Routed metal, one color a layer:
(3 px per um) Only two layers are drawn.
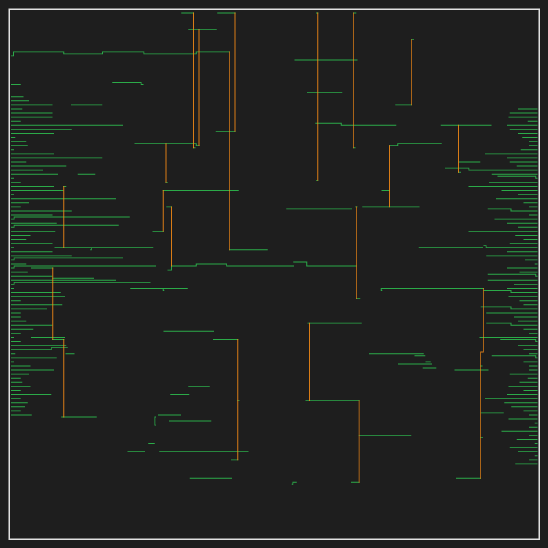
Clock nets:
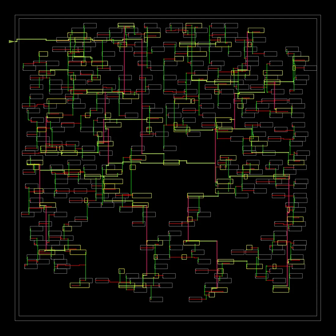
Port wiring:
(2 px per um)
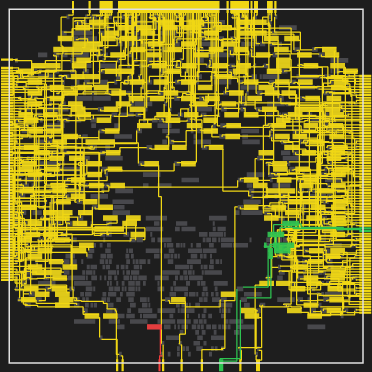
Metal 2:
(2 px per um) Cells faint in the background.
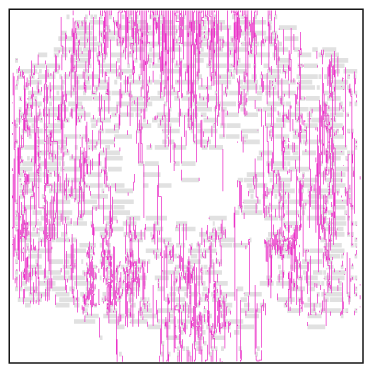
==> config.mk <==
export PLATFORM = sky130hd
export DESIGN_NAME = barrier_scroller
export DESIGN_NICKNAME = d
export VERILOG_FILES = /design/src/rtl/barrier_scroller.sv
export SDC_FILE = /design/constraint.sdc
export NUM_CORES = 1
export LEC_CHECK = 0
export CAP_MARGIN = 20
export CORE_MARGIN = 2
export CORE_UTILIZATION = 33
export CTS_CLUSTER_DIAMETER = 30
export CTS_CLUSTER_SIZE = 25
export DETAILED_ROUTE_END_ITERATION = 8
export HOLD_SLACK_MARGIN = 0.15
export PLACE_DENSITY_LB_ADDON = 0.25
export SLEW_MARGIN = 40
export SYNTH_ARGS = -nofsm -noshare
export SYNTH_HDL_FRONTEND = slang
export SYNTH_SLANG_ARGS = --single-unit
export TNS_END_PERCENT = 20
==> constraint.sdc <==
create_clock -name clk -period 5.6 [get_ports clk]
set_input_delay 0.84 -clock clk [delete_from_list [all_inputs] [get_ports clk]]
set_output_delay 0.84 -clock clk [all_outputs]
set_load 0.1 [all_outputs]
==> notes.md <==
fresh numbers from the pnr run: drt initial violations about 500, Switching Share 22.5%, Post-synth regs 278, yosys simple share 5.64%, CP required about 6.1 ns, worst hold slack 0.473 ns, Design Area, Final 0.0133 sq mm, critical path class reg -> reg, DP Area 0.0112 sq mm, post-cts resize count 0, H-tree levels 2, DR vias/cell 5.07, met3 WL 2540 um, average wire per standard cell 18.8 um, clk sinks 278, Pre-Place Util 33.3%, routability cong. 0.849, slowest stage delay, CP 0.73 ns, largest fanout on the critical path 16, NonClk Buf Share a little under an eighth, inverter count 9, CP Depth 10, Leading cell kind registers, Tap Count 390, status completed, Final setup viols 0, ClkCell Share around 16%, hold_buf cts 0, yosys stat cell total 809, number of flip-flops in the largest register 256, Comb area share between 20 and 30%, combinational share of power 3.4%, P_comb a little under 200 uW, fin crit period 3.81 ns, ys async rst share 0%, Worst EP arrival around 4.3 ns, Yosys top cell by instances dfxtp_1, MI comb cells 456, Site Rows 63, Post-synth seq share 56.9%, Setup TNS Final 0 ns, Int Pwr 4.42 mW, DIE AREA 0.0310 sq mm, number of CTS-inserted buffers 59, Mux area share 1.95%, Buf/Inv on CP 1, die height roughly 180 um, GRT Residual Overflow 0, Top cells excl fill/tap 278 x dfxtp_1, 267 x buf_2, 248 x a22o_1, 59 x clkbuf_16, 23 x nor2_1, Synth top cells by count 278 x dfxtp_1, 248 x a22o_1, 28 x buf_6, 23 x nor2_1, 22 x buf_4, crit path cell chain inv_1 -> ha_1 -> o31a_1 -> nand2b_1 -> ha_1 -> nor4bb_2 -> nand2_1 -> or4_1 -> o311a_1 -> mux2i_1, cell seen most often among critical-path stages ha_1, yosys warning tally 0, Buffers, non-clock roughly 280, and-or/or-and share of the synthesized area ~28%, clock-pin slew on the worst setup and hold paths 0.05 ns, Slew HR 49.1%, fin cells 1523, ys flop type dfxtp_1, most used logic cell in the final layout dfxtp_1, Min-Delay Path Class reg -> reg, post-CTS setup buffers 0, DPL Wire Length 19600 um, FF+latch area 0.00557 sq mm, Final Max Tran Viols 0, CTS max path bufs 3, CTS tree yes, GRT met1 Usage a little under a quarter, GR Layer Usage met3 5.77%, pin count of the biggest net entering global routing 136, RSZ-0062 raised after global routing no, DP Worst Slack 1.42 ns, library cells used by synthesis 53, Static Leak between 6 and 7 nW, Total Power 5.70 mW, proportion of power drawn by the clock network approximately 61%, Top Metal Used met4, first-pass GRT wire length 43600 um, final hold violation count 0, R2R depth 10, Tcrit/Tclk final 68.1%, Core Region 0.0294 sq mm, area figure in the yosys stat output 0.00978 sq mm, vias in the first global route around 7400, Top power group the clock network, sequential power 2.01 mW, yosys adder share 1.28%, PD cells 429 mW/mm^2, # DRC 0, WHS Path Cells 1, layout cell share with drive strength beyond 1 about a third, delay-heaviest family, CP simple AND/OR/NAND/NOR gates, Post-synth EDFFs 0, CTS root buf clkbuf_16, CP max-delay cell nor4bb_2, Seq/total area 41.8%, NetSw 1.29 mW, remaining antenna violation count 0, maximum vdd drop between 0.2 and 0.25 mV, met1 wire length roughly 13000 um, die extent in x 176 um, Max Clk Rate about 260 MHz, OpenROAD warnings 33, yosys xor share 0.448%, multi-input combinational cell area 0.00365 sq mm, nets@finish 1103
About 'routed metal, one color a layer':
orange -> metal 4  # wire length 652 um
green -> metal 3  # wire length 2540 um
drt total wl: 28700 um
GR Util All Layers: 17.6%

About 'clock nets':
clk ins delay skew pair: 0.56 ns
Clock Skew: 0.0214 ns
clock buf count: 72
registers: 278

About 'port wiring':
yellow -> grid  # bits 256, direction output, edge 86 east, 82 north, 80 west, 8 south, end cells 256, buffers 256, wire 14300 um
green -> bird_row  # bits 4, direction input, edge 2 east, 2 south, end cells 8, buffers 4, wire 301 um
red -> crashed  # bits 1, direction output, edge south, end cells 1, buffers 1, wire 17.6 um
Buffers on Ports: 274
IO Count: 275

About 'metal 2':
wire length on this layer = 12400 um
longest straight run = 74.6 um
share of all routed wire = 43%
main direction = vertical
nets with wire on the layer = 951
DR vias: 7718
M2 GR Usage: 26.2%

Power figures rest on the tool's default switching activity, not on a simulated workload.
